--- config.mk ---
export PLATFORM = sky130hd
export DESIGN_NAME = vu_meter_visualizer
export DESIGN_NICKNAME = d
export VERILOG_FILES = /design/src/rtl/vu_meter_visualizer_pkg.sv /design/src/rtl/vu_level_quantizer.sv /design/src/rtl/vu_meter_visualizer.sv
export SDC_FILE = /design/constraint.sdc
export NUM_CORES = 1
export LEC_CHECK = 0
export CAP_MARGIN = 40
export CORE_MARGIN = 2
export CORE_UTILIZATION = 50
export CTS_CLUSTER_DIAMETER = 100
export CTS_CLUSTER_SIZE = 40
export DETAILED_ROUTE_END_ITERATION = 7
export PLACE_DENSITY = 0.78
export SLEW_MARGIN = 30
export SYNTH_ARGS = -nofsm -noshare
export SYNTH_HDL_FRONTEND = slang
export SYNTH_SLANG_ARGS = --single-unit
--- constraint.sdc ---
create_clock -name clk -period 17 [get_ports clk]
set_clock_uncertainty 0.2 [all_clocks]
set_input_delay 2.55 -clock clk [delete_from_list [all_inputs] [get_ports clk]]
set_output_delay 2.55 -clock clk [all_outputs]
set_load 0.01 [all_outputs]
--- src/rtl/vu_meter_visualizer_pkg.sv ---
// Shared encodings for the VU meter: display modes, peak-marker states, level width helper.
package vu_pkg;

    localparam logic VU_MODE_BAR = 1'b0;
    localparam logic VU_MODE_DOT = 1'b1;

    typedef enum logic [1:0] {
        PK_IDLE = 2'd0,
        PK_HOLD = 2'd1,
        PK_FALL = 2'd2
    } pk_state_e;

    // Bits needed to hold a bar level of 0..n inclusive.
    function automatic int vu_lvl_w(input int n);
        return $clog2(n + 1);
    endfunction

endpackage

--- src/rtl/vu_level_quantizer.sv ---
// Combinational front end: stereo -> mono magnitude, and registered magnitude -> LED count.
module vu_level_quantizer
    import vu_pkg::*;
#(
    parameter  int NUM_LEDS = 16,
    parameter  int SAMPLE_W = 16,
    localparam int LVL_W    = vu_lvl_w(NUM_LEDS),
    localparam int MAG_W    = SAMPLE_W - 1
) (
    input  logic [2*SAMPLE_W-1:0] audio,
    output logic [MAG_W-1:0]      mag,
    input  logic [MAG_W-1:0]      mag_q,
    output logic [LVL_W-1:0]      inst
);

    localparam int STEP = (1 << (SAMPLE_W - 1)) / NUM_LEDS;

    logic [SAMPLE_W-1:0] l, r;
    logic [SAMPLE_W:0]   sum;
    logic [SAMPLE_W-1:0] avg;
    logic [SAMPLE_W-1:0] neg;
    logic [NUM_LEDS-1:0] above;
    logic                unused_bits;

    assign l   = audio[2*SAMPLE_W-1:SAMPLE_W];
    assign r   = audio[SAMPLE_W-1:0];
    assign sum = {l[SAMPLE_W-1], l} + {r[SAMPLE_W-1], r};
    // Dropping the LSB of the sign-extended sum is an arithmetic shift (floor).
    assign avg = sum[SAMPLE_W:1];
    assign neg = ~avg + 1'b1;
    assign unused_bits = ^{sum[0], neg[SAMPLE_W-1]};

    always_comb begin
        mag = avg[MAG_W-1:0];
        if (avg[SAMPLE_W-1]) begin
            if (avg == {1'b1, {MAG_W{1'b0}}})
                mag = {MAG_W{1'b1}};
            else
                mag = neg[MAG_W-1:0];
        end
    end

    for (genvar i = 0; i < NUM_LEDS; i++) begin : g_th
        localparam logic [MAG_W-1:0] TH = MAG_W'(i * STEP);
        assign above[i] = (mag_q > TH);
    end

    always_comb begin
        inst = '0;
        for (int i = 0; i < NUM_LEDS; i++)
            inst = inst + LVL_W'(above[i]);
    end

endmodule

--- src/rtl/vu_meter_visualizer.sv ---
// Stereo VU meter: 2-stage level pipeline, attack/decay bar, optional peak-hold marker.
// Optional feature macro: VU_PEAK_HOLD_EN builds the peak FSM and marker.
module vu_meter_visualizer
    import vu_pkg::*;
#(
    parameter  int NUM_LEDS      = 16,
    parameter  int SAMPLE_W      = 16,
    parameter  int DECAY_SAMPLES = 480,
    parameter  int HOLD_SAMPLES  = 4800,
    localparam int LVL_W         = vu_lvl_w(NUM_LEDS)
) (
    input  logic                  clk,
    input  logic                  rst,
    input  logic                  sample_valid,
    input  logic [2*SAMPLE_W-1:0] input_audio,
    input  logic                  mode,
    output logic [NUM_LEDS-1:0]   leds,
    output logic [LVL_W-1:0]      level
);

    localparam int MAG_W   = SAMPLE_W - 1;
    // One counter width covers both the decay and hold timers.
    localparam int CNT_MAX = (DECAY_SAMPLES > HOLD_SAMPLES) ? DECAY_SAMPLES : HOLD_SAMPLES;
    localparam int CNT_W   = $clog2(CNT_MAX + 1);

    logic [MAG_W-1:0] mag, mag_q;
    logic             s1_vld;
    logic [LVL_W-1:0] inst;
    logic [LVL_W-1:0] bar, bar_nx;
    logic [CNT_W-1:0] decay_cnt, dcnt_nx;

    vu_level_quantizer #(
        .NUM_LEDS (NUM_LEDS),
        .SAMPLE_W (SAMPLE_W)
    ) u_quant (
        .audio (input_audio),
        .mag   (mag),
        .mag_q (mag_q),
        .inst  (inst)
    );

    always_ff @(posedge clk or negedge rst) begin
        if (!rst) begin
            mag_q  <= '0;
            s1_vld <= 1'b0;
        end else begin
            s1_vld <= sample_valid;
            if (sample_valid)
                mag_q <= mag;
        end
    end

    // Attack is instant; a lower level only pulls the bar down one step per decay period.
    always_comb begin
        bar_nx  = bar;
        dcnt_nx = decay_cnt;
        if (inst >= bar) begin
            bar_nx  = inst;
            dcnt_nx = '0;
        end else if (decay_cnt == CNT_W'(DECAY_SAMPLES - 1)) begin
            bar_nx  = bar - 1'b1;
            dcnt_nx = '0;
        end else begin
            dcnt_nx = decay_cnt + 1'b1;
        end
    end

    always_ff @(posedge clk or negedge rst) begin
        if (!rst) begin
            bar       <= '0;
            decay_cnt <= '0;
        end else if (s1_vld) begin
            bar       <= bar_nx;
            decay_cnt <= dcnt_nx;
        end
    end

`ifdef VU_PEAK_HOLD_EN
    pk_state_e        pk_state, st_nx;
    logic [LVL_W-1:0] peak, pk_nx;
    logic [CNT_W-1:0] hold_cnt, hcnt_nx;
    logic [CNT_W-1:0] pk_dcnt, pdcnt_nx;

    always_comb begin
        st_nx    = pk_state;
        pk_nx    = peak;
        hcnt_nx  = hold_cnt;
        pdcnt_nx = pk_dcnt;
        if (inst >= peak && inst != '0) begin
            pk_nx   = inst;
            hcnt_nx = '0;
            st_nx   = PK_HOLD;
        end else begin
            case (pk_state)
                PK_HOLD: begin
                    if (hold_cnt == CNT_W'(HOLD_SAMPLES - 1)) begin
                        st_nx    = PK_FALL;
                        pdcnt_nx = '0;
                    end else begin
                        hcnt_nx = hold_cnt + 1'b1;
                    end
                end
                PK_FALL: begin
                    if (pk_dcnt == CNT_W'(DECAY_SAMPLES - 1)) begin
                        pk_nx    = peak - 1'b1;
                        pdcnt_nx = '0;
                    end else begin
                        pdcnt_nx = pk_dcnt + 1'b1;
                    end
                    // Once the marker reaches the bar it rides on it until both hit zero.
                    if (pk_nx <= bar_nx) begin
                        pk_nx = bar_nx;
                        if (bar_nx == '0) begin
                            st_nx    = PK_IDLE;
                            pdcnt_nx = '0;
                        end
                    end
                end
                default: begin
                    st_nx = PK_IDLE;
                    pk_nx = '0;
                end
            endcase
        end
    end

    always_ff @(posedge clk or negedge rst) begin
        if (!rst) begin
            pk_state <= PK_IDLE;
            peak     <= '0;
            hold_cnt <= '0;
            pk_dcnt  <= '0;
        end else if (s1_vld) begin
            pk_state <= st_nx;
            peak     <= pk_nx;
            hold_cnt <= hcnt_nx;
            pk_dcnt  <= pdcnt_nx;
        end
    end
`endif

    always_comb begin
        leds = '0;
        for (int i = 0; i < NUM_LEDS; i++) begin
            if (mode == VU_MODE_DOT)
                leds[i] = (LVL_W'(i + 1) == bar);
            else
                leds[i] = (LVL_W'(i) < bar);
`ifdef VU_PEAK_HOLD_EN
            if (LVL_W'(i + 1) == peak)
                leds[i] = 1'b1;
`endif
        end
    end

    assign level = bar;

endmodule

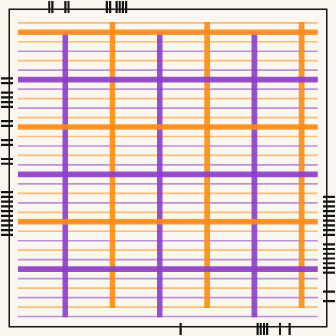
**Above:** run 1 (PDN straps and rails).
Pins as bars on the die edge.
- purple: VSS
- orange: VDD
- met4 straps: 6
- met1 rails: 32
- rows: 31
core area: 7250 µm²
die y size: 90.7 µm
die width: 90.7 µm
worst vdd ir: 0.114 mV

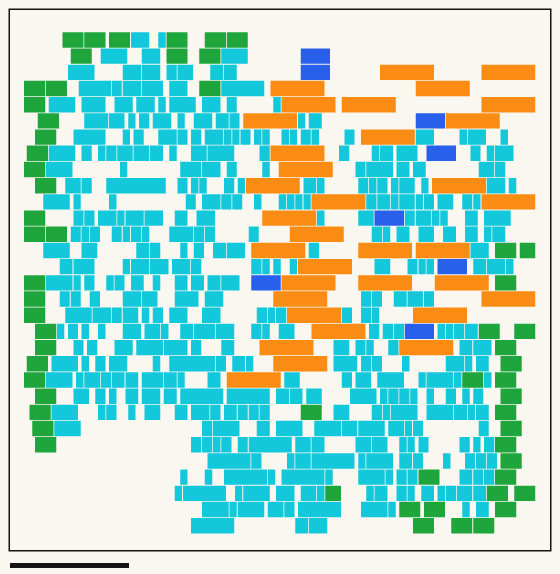
**Above:** run 1 (cells coloured by class).
Scale bar: 20 µm.
- orange: registers (cells 34; share of their area 20%)
- cyan: remaining logic cells (cells 418; share of their area 65%)
- green: remaining buffers and delay cells (cells 58; share of their area 13%)
- blue: clock drivers and dummy loads (cells 8; share of their area 2.5%)

==> summary.txt, run 1 <==
fresh numbers from the pnr run: status=complete, no violations, Buf+Inv Stages, Crit Path=4, Log Warnings=30, crit start category=register, switching portion of total power=49.5%, top_reg_cell synth=dfrtp_1, HPWL Detailed=~6600 µm, hold-fix buffers at CTS=0, CTS tree=done, post-layout period usage=approximately 43%, vias in the first global route=between 3000 and 4000, pin count of the biggest net entering global routing=35, Top-area cell share=a little under a quarter, Worst-Skew Late Latency=290 ps, nets@finish=596, Rel. slew slack=a little over half, Post-synth EDFFs=0, final setup TNS=0 ps, Hold WC Path Type=register to register, Flop pwr share=roughly 15%, internal power=roughly 0.45 mW, Worst R2R Start=mag_q[3], CP Cell Sequence=nor4_1 > nand3_1 > or3_1 > or3_1 > ha_1 > inv_1 > fa_1 > fa_1 > fa_1 > inv_1 > fa_1 > fa_1 > inv_1 > fa_1 > inv_1 > ha_1 > a21o_1 > a21o_1 > a21o_1 > a21o_1 > nor2_1 > nand2_1 > o41ai_1, # diodes=0, Clock power frac=slightly below 8%, syn nets=around 550, initial antenna violation count=0, GRT overflow=0, synth cell count leaders=nor2_1 (46), nand2_1 (43), o21ai_0 (35), a21oi_1 (34), dfrtp_1 (34), Cell Pwr Density=between 150 and 200 nW/µm², max-slew violations=0, Yosys top cell by instances=nor2_1, leakage=approximately 1.9 nW, synth top area cells=dfrtp_1 (23%), ha_1 (11%), fa_1 (5.9%), slowest cell on the critical path=fa_1, Clock Path Buffers=2, Placement Rows=31, Slew @ Worst Pin=674 ps, Largest stage delay, worst path=about 540 ps, global-route wire length before repair=approximately 15000 µm, worst setup path startpoint=mag_q[3], final setup margin=9640 ps, minimum clock period after layout=approximately 7400 ps, Post-Syn Instances=between 400 and 500, area grow syn2layout=19.3%, Final Hold Fails=0
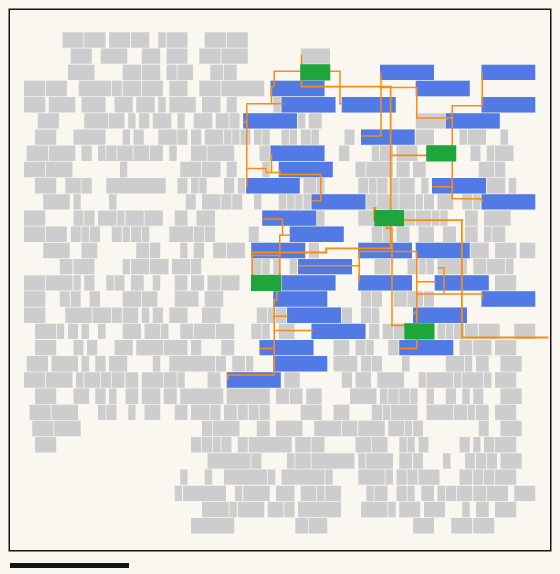
**Above:** run 1 (routed clock nets over the placement).
Scale bar: 20 µm.
- orange: clock wires (length 419 µm)
- green: clock-net drivers (count 5)
- blue: flip-flops (count 34)
- routed clock nets: 6

-- run 1: worst paths after layout --
path                                 endpoint  slack, ps  depth (start not counted)
worst max-delay path            decay_cnt[10]       9640                         23
worst min-delay path                 mag_q[3]        310                          2
worst max register to register  decay_cnt[10]       9640                         23
worst min register to register       mag_q[3]        310                          2
max in group asynchronous           mag_q[13]      13840                          2
min in group asynchronous        decay_cnt[3]       2460                          2
-- run 1: power by group through the flow --
stage	Clock (mW)	Sequential [mW]	Combinational, mW
after global placement	0	0.134	0.667
final	0.0686	0.134	0.691
after global routing	0.0733	0.138	0.786
after CTS	0.0705	0.134	0.697
after floorplan	0	0.120	0.544
after detailed placement	0	0.135	0.694
-- run 1: layer usage --
metal	routed length, µm	up-vias	global-route usage, %	part of all wire, %
li1	-	1812	-	-
met1	3560	1688	24.2	43
met2	4340	78	39.0	52
met5	0	-	0	0
met4	94	0	4.87	1.1
met3	321	11	3.01	3.9
-- run 1: cell usage in the layout (no fill, tap or decap), types with 17 or more instances in the layout --
cell	n
dfrtp_1	34
o21ai_0	35
ha_1	32
nand2_1	43
inv_1	23
xnor2_1	17
a21oi_1	34
nand3_1	23
clkdlybuf4s50_1	56
nor3_1	18
nor2_1	46
-- run 1: kinds of logic after synthesis --
kind of cell	count (synthesis)	synth area share [%]
AND/OR/NAND/NOR	177	23.4
AND-OR/OR-AND	145	25.3
buffers and inverters	43	4.53
adder cells (fa/ha/maj)	43	16.5
flip-flops	34	22.6
XOR/XNOR	28	7.02
multiplexers	2	0.566
-- run 1: worst register-to-register path, stage by stage, from the launching register on --
cell and delay (ps):
dfrtp_1 370, nor4_1 280, nand3_1 210, or3_1 410, or3_1 330, ha_1 280, inv_1 60, fa_1 510
fa_1 520, fa_1 540, inv_1 50, fa_1 500, fa_1 450, inv_1 80, fa_1 400, inv_1 80
ha_1 230, a21o_1 150, a21o_1 160, a21o_1 170, a21o_1 370, nor2_1 410, nand2_1 180, o41ai_1 300
-- run 1: state kept, by name, indices dropped and copies added (netlist names) --
| signal | count |
|---|---|
| s1_vld | 1 |
| decay_cnt | 13 |
| mag_q | 15 |
| level | 5 |
-- run 1: area by class of cell --
class / count / area (µm²) / share of cell area (%)
well taps: 99 / 124 / 2.76
inverters: 23 / 86.3 / 1.92
flip-flops and latches: 34 / 851 / 19.0
multi-input cells: 395 / 2740 / 61.1
clock buffers: 8 / 110 / 2.45
repair buffers: 58 / 576 / 12.8
-- run 1: metrics by stage --
stage / instances / cell area, µm² / power (mW) / util [%]
floorplan: 472 / 3760 / 0.664 / -
global placement: 609 / 4380 / 0.801 / 60.3
detailed placement: 609 / 4380 / 0.829 / 60.3
CTS: 617 / 4490 / 0.901 / 61.8
global route: 617 / 4490 / 0.998 / 61.8
finish: 617 / 4490 / 0.894 / 61.8
==> run 2, diff against run 1 <==
==> constraint.sdc (replaced) <==
create_clock -name clk -period 7.72 [get_ports clk]
set_clock_uncertainty 0.2 [all_clocks]
set_input_delay 1.158 -clock clk [delete_from_list [all_inputs] [get_ports clk]]
set_output_delay 1.158 -clock clk [all_outputs]
set_load 0.01 [all_outputs]
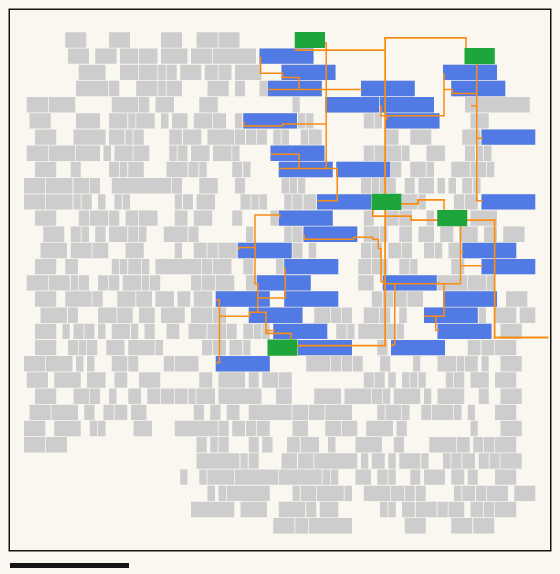
**Above:** run 2 (routed clock nets over the placement).
Scale bar: 20 µm.
- orange: clock wires (length 455 µm)
- blue: flip-flops (count 34)
- green: clock-net drivers (count 5)
- routed clock nets: 6

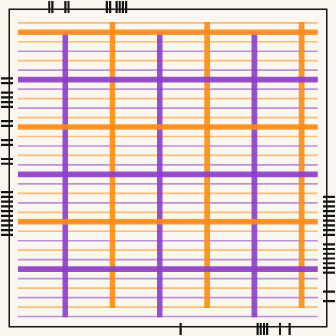
**Above:** run 2 (PDN straps and rails).
Pins as bars on the die edge.
- orange: VDD
- purple: VSS
- signal pins: 57
- rows: 31
- met4 straps: 6
- met1 rails: 32
worst vdd ir: 0.250 mV

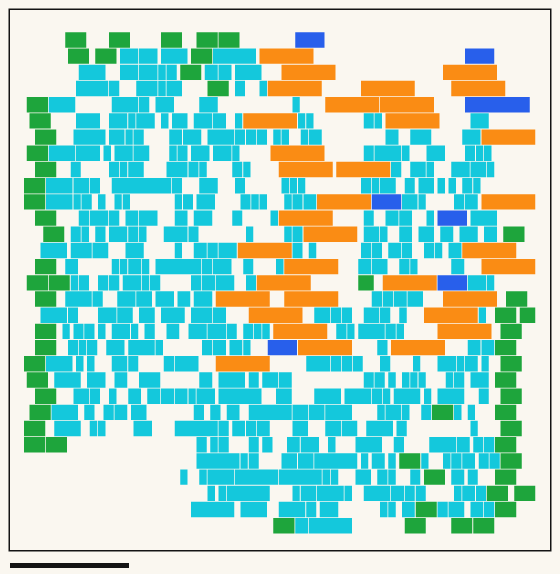
**Above:** run 2 (cells coloured by class).
Scale bar: 20 µm.
- cyan: remaining logic cells (cells 418; share of their area 65%)
- green: remaining buffers and delay cells (cells 58; share of their area 13%)
- orange: registers (cells 34; share of their area 19%)
- blue: clock drivers and dummy loads (cells 7; share of their area 2.6%)

==> summary.txt, run 2 <==
fresh numbers from the pnr run: status=complete, no violations, Final Hold Fails=0 (unchanged), synth top area cells=dfrtp_1 (23%), ha_1 (11%), fa_1 (5.9%), Post-synth EDFFs=0 (unchanged), Clock Path Buffers=2 (unchanged), die width=90.7 µm (unchanged), final core occ=61.9% (+0.069 points), Hold WC Path Type=register to register, hold depth=1 (-1), crit start category=register, post-layout period usage=93.9% (+51 points), initial antenna violation count=0 (unchanged), HPWL Detailed=6460 µm (-2.6%), worst setup path startpoint=mag_q[0], most frequent logic cell in the layout=clkdlybuf4s50_1, Slew @ Worst Pin=722 ps (+48.2 ps), Most flops, register=mag_q, Post-Syn Instances=472 (unchanged), top_reg_cell synth=dfrtp_1, syn nets=551 (unchanged), Yosys top cell by instances=nor2_1, max-slew violations=0 (unchanged), reg2reg path depth=23 (unchanged), die y size=90.7 µm (unchanged), synth cell count leaders=nor2_1 (46), nand2_1 (43), o21ai_0 (35), a21oi_1 (34), dfrtp_1 (34), minimum clock period after layout=7250 ps (-114 ps), final setup TNS=0 ps (unchanged), nets@finish=596 (unchanged), Worst-Skew Late Latency=290 ps (about the same), Rel. slew slack=51.5% (-3.4 points), # diodes=0 (unchanged), R2R Path End=level[4], global-route wire length before repair=14300 µm (-1.3%), leakage=1.86 nW (about the same), hold-fix buffers at CTS=0 (unchanged), Top-area cell share=22.6% (unchanged), WHS Endpoint=decay_cnt[0]
run 2: metal layers:
| metal | wire length [µm] | part of all wire (%) | global-route usage (%) | vias to the layer above |
|---|---|---|---|---|
| met5 | 0 | 0 | 0 | - |
| met4 | 115 | 1.4 | 5.64 | 0 |
| met3 | 304 | 3.7 | 3.51 | 12 |
| met2 | 4210 | 52 | 38.6 | 73 |
| met1 | 3540 | 43 | 23.9 | 1631 |
| li1 | - | - | - | 1819 |
run 2: where the power goes:
part           switching [mW]  internal, mW  leakage, nW
clock network          0.0627         0.103       0.0573
logic                   0.855         0.717         1.38
registers              0.0722         0.225        0.419
total                   0.990          1.04         1.86
run 2: layout make-up:
type                    count  area, µm²
well taps                  99        124
multi-input cells         395       2740
clock buffers               6       82.6
clock inverters             1       30.0
flip-flops and latches     34        851
fillers                   652       2760
inverters                  23       86.3
repair buffers             58        576
run 2: worst max path at each step:
stage,to,slack (ps)
after CTS,decay_cnt[10],330
after global routing,level[4],50
final,level[4],470
after global placement,decay_cnt[10],640
after floorplan,decay_cnt[10],970
after detailed placement,decay_cnt[10],350
run 2: logic make-up (layout without fill, tap and decap cells):
kind of cell	after synthesis	after routing	synth area share [%]
AND-OR/OR-AND	145	145	25.3
buffers and inverters	43	88	4.53
flip-flops	34	34	22.6
multiplexers	2	2	0.566
adder cells (fa/ha/maj)	43	43	16.5
AND/OR/NAND/NOR	177	177	23.4
XOR/XNOR	28	28	7.02
run 2: metrics by stage:
stage / cells / area [µm²] / power (mW) / hold slack (ps) / worst slack [ps]
2_1_floorplan: 472 / 3760 / 1.46 / 272 / 973
3_3_place_gp: 609 / 4380 / 1.79 / 291 / 636
3_5_place_dp: 609 / 4380 / 1.86 / 290 / 349
4_1_cts: 616 / 4490 / 2.04 / 307 / 333
5_1_grt: 616 / 4490 / 2.28 / 336 / 54.9
6_report: 616 / 4490 / 2.03 / 299 / 469
run 2: critical path: stages, from the launching register on:
cell	delay [ps]
dfrtp_1	380
nor4_1	300
nand3_1	210
or3_1	410
or3_1	330
ha_1	290
inv_1	50
fa_1	510
fa_1	520
fa_1	560
inv_1	60
fa_1	500
fa_1	450
inv_1	80
fa_1	410
inv_1	90
ha_1	230
a21o_1	160
a21o_1	160
a21o_1	160
a21o_1	300
o21ai_1	430
o21ai_0	200
o21a_1	140
Power and IR drop assume default switching activity.
